==> src/rtl/rca_seq_responder.sv <==
// rca_seq_responder: adder responder; accepts (a, b, cin), returns a + b + cin
// computed CHUNK bits per cycle by a single ripple-carry slice.
// Latency: accept at edge E -> rsp_valid high after edge E + N/CHUNK.
// Backpressure: req_ready low while busy; result held in DONE until rsp_ready.
//
// Ports:
//   clk, rst            rising-edge clock, synchronous active-high reset
//   req_valid/req_ready operand request handshake (a, b, cin sampled on accept)
//   rsp_valid/rsp_ready result handshake (sum, cout stable while rsp_valid)
//   busy                high in CALC or DONE
//   txn_cnt             completed response handshakes, wraps at 2^CW
module rca_seq_responder #(
  parameter int N     = 4,
  parameter int CHUNK = 1,
  parameter int CW    = 16
) (
  input  logic          clk,
  input  logic          rst,
  input  logic          req_valid,
  output logic          req_ready,
  input  logic [N-1:0]  a,
  input  logic [N-1:0]  b,
  input  logic          cin,
  output logic          rsp_valid,
  input  logic          rsp_ready,
  output logic [N-1:0]  sum,
  output logic          cout,
  output logic          busy,
  output logic [CW-1:0] txn_cnt
);

  // Guard against a zero divisor so an illegal CHUNK reaches the check below
  // instead of failing inside a constant expression.
  localparam int CHUNK_SAFE = (CHUNK < 1) ? 1 : CHUNK;
  localparam int STEPS      = N / CHUNK_SAFE;
  localparam int IDX_W      = (STEPS > 1) ? $clog2(STEPS) : 1;
  localparam int SW         = CHUNK_SAFE + 1;   // slice adder width incl. carry

  if (CHUNK < 1 || CHUNK > N || (N % CHUNK_SAFE) != 0) begin : g_bad_params
    $error("rca_seq_responder: CHUNK must satisfy 1 <= CHUNK <= N and divide N");
  end

  typedef enum logic [1:0] {
    ST_IDLE = 2'd0,
    ST_CALC = 2'd1,
    ST_DONE = 2'd2
  } state_t;

  state_t          state_q, state_d;
  logic [N-1:0]    a_q, a_d;
  logic [N-1:0]    b_q, b_d;
  logic            carry_q, carry_d;
  logic [IDX_W-1:0] idx_q, idx_d;
  logic [N-1:0]    sum_q, sum_d;
  logic            cout_q, cout_d;
  logic [CW-1:0]   txn_q, txn_d;

  logic [CHUNK_SAFE-1:0] slice_a;
  logic [CHUNK_SAFE-1:0] slice_b;
  logic [SW-1:0]         slice_res;
  logic                  last_step;

  // Handshake and status outputs are pure decodes of the state register.
  // req_ready also drops during reset so a request is never taken then.
  assign req_ready = (state_q == ST_IDLE) && !rst;
  assign rsp_valid = (state_q == ST_DONE);
  assign busy      = (state_q != ST_IDLE);
  assign sum       = sum_q;
  assign cout      = cout_q;
  assign txn_cnt   = txn_q;

  // Operand slice select. Written as a compare-per-step mux so every
  // part-select has a constant base.
  always_comb begin
    slice_a = '0;
    slice_b = '0;
    for (int s = 0; s < STEPS; s++) begin
      if (idx_q == IDX_W'(s)) begin
        slice_a = a_q[s*CHUNK_SAFE +: CHUNK_SAFE];
        slice_b = b_q[s*CHUNK_SAFE +: CHUNK_SAFE];
      end
    end
  end

  // One ripple-carry slice; bit CHUNK is the carry into the next slice.
  assign slice_res = SW'(slice_a) + SW'(slice_b) + SW'(carry_q);
  assign last_step = (idx_q == IDX_W'(STEPS - 1));

  always_comb begin
    state_d = state_q;
    a_d     = a_q;
    b_d     = b_q;
    carry_d = carry_q;
    idx_d   = idx_q;
    sum_d   = sum_q;
    cout_d  = cout_q;
    txn_d   = txn_q;

    case (state_q)
      ST_IDLE: begin
        if (req_valid && req_ready) begin
          a_d     = a;
          b_d     = b;
          carry_d = cin;
          idx_d   = '0;
          sum_d   = '0;
          state_d = ST_CALC;
        end
      end

      ST_CALC: begin
        for (int s = 0; s < STEPS; s++) begin
          if (idx_q == IDX_W'(s)) begin
            sum_d[s*CHUNK_SAFE +: CHUNK_SAFE] = slice_res[CHUNK_SAFE-1:0];
          end
        end
        carry_d = slice_res[CHUNK_SAFE];
        if (last_step) begin
          cout_d  = slice_res[CHUNK_SAFE];
          idx_d   = '0;
          state_d = ST_DONE;
        end else begin
          idx_d = idx_q + IDX_W'(1);
        end
      end

      ST_DONE: begin
        // Result registers are not touched here, so sum/cout hold while
        // the consumer stalls. A concurrent request waits for IDLE.
        if (rsp_ready) begin
          txn_d   = txn_q + CW'(1);
          state_d = ST_IDLE;
        end
      end

      default: begin
        state_d = ST_IDLE;
      end
    endcase
  end

  always_ff @(posedge clk) begin
    if (rst) begin
      state_q <= ST_IDLE;
      a_q     <= '0;
      b_q     <= '0;
      carry_q <= 1'b0;
      idx_q   <= '0;
      sum_q   <= '0;
      cout_q  <= 1'b0;
      txn_q   <= '0;
    end else begin
      state_q <= state_d;
      a_q     <= a_d;
      b_q     <= b_d;
      carry_q <= carry_d;
      idx_q   <= idx_d;
      sum_q   <= sum_d;
      cout_q  <= cout_d;
      txn_q   <= txn_d;
    end
  end

endmodule

==> config.mk <==
export PLATFORM = sky130hd
export DESIGN_NAME = rca_seq_responder
export DESIGN_NICKNAME = d
export VERILOG_FILES = /design/src/rtl/rca_seq_responder.sv
export SDC_FILE = /design/constraint.sdc
export NUM_CORES = 1
export LEC_CHECK = 0
export ABC_AREA = 1
export CORE_ASPECT_RATIO = 0.5
export CORE_MARGIN = 1
export CORE_UTILIZATION = 39
export DETAILED_ROUTE_END_ITERATION = 12
export PLACE_DENSITY_LB_ADDON = 0.15
export SYNTH_ARGS = -nofsm -noshare
export SYNTH_HDL_FRONTEND = slang
export SYNTH_SLANG_ARGS = --single-unit
==> constraint.sdc <==
create_clock -name clk -period 4.9 [get_ports clk]
set_input_delay 0.735 -clock clk [delete_from_list [all_inputs] [get_ports clk]]
set_output_delay 0.735 -clock clk [all_outputs]
set_load 0.01 [all_outputs]
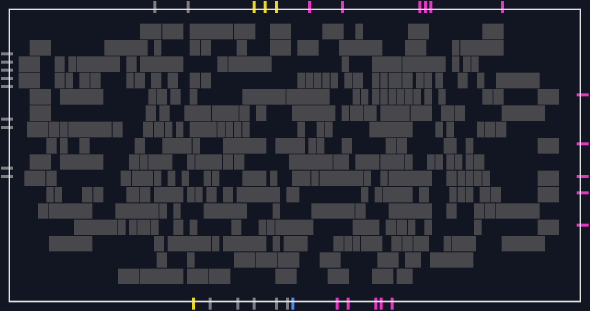
Figure 1: pin placement.
(6 px per um) Pins as bars across the die edge, other pins in gray.
- blue: rsp_valid (pins 1; direction output; edge south)
- magenta: txn_cnt (pins 16; direction output; edge 6 north, 5 south, 5 east)
- yellow: sum (pins 4; direction output; edge 3 north, 1 south)

==> impl_metrics.ini <==
; physical design summary
[place]
preCtsSetupSlack_ns = 1.72

[sta]
report.final.hold_viol_count = 0
tns_ns = 0
slew_headroom_pct = 58.1
timing.fmax_mhz = 315
final_max_slew_viol_count = 0

[synth]
area_of_the_mapped_netlist_um2 = 1680
asyncSetResetFlopFracSynth_pct = 0
yosys.area_share.aoi_pct = 12.1

[global_route]
globalRouteTotalUtil_pct = 17.7

[route]
viasPerCell = 4.94
drtPass1Iterations = 4

[setup_path]
critPathMostFrequentCell = sky130_fd_sc_hd__clkdlybuf4s50_1
crit_path_cell_trace = clkdlybuf4s50_1 > nor2_4 > clkdlybuf4s50_1
regToRegEndpoint = sum[2]

[pwr]
share_clk_of_total_power_pct = 35.2
power.switching_fraction_pct = 25.5

[die]
core_area_um2 = 4020

[layout]
utilization_pct = 54.0

[status]
run_status = completed
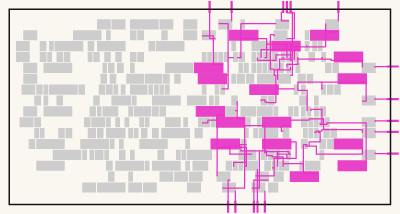
Figure 2: I/O nets highlighted.
(4 px per um)
- magenta: txn_cnt (bits 16; direction output; edge 6 north, 5 south, 5 east; end cells 16; buffers 16; wire 563 um)

-- flip-flops by register name, summed over array words and instances (netlist names) --
register	flops
sum	4
txn_cnt	16
state_q	2
cout	1
b_q	4
carry_q	1
idx_q	2
a_q	4
-- final cells by class --
cell class	count	share of cell area, %
Tap cell	54	3.11
Timing Repair Buffer	36	16.6
Sequential cell	34	31.3
Clock buffer	6	3.80
Inverter	32	5.53
Multi-Input combinational cell	163	39.6
-- worst min path at each step --
stage | endpoint | slack, ns | cells after the start
final | cout | 0.46 | 2
after global routing | sum[3] | 0.50 | 2
after CTS | sum[3] | 0.47 | 2
after detailed placement | sum[3] | 0.46 | 2
after global placement | sum[3] | 0.45 | 2
after floorplan | a_q[2] | 0.44 | 2
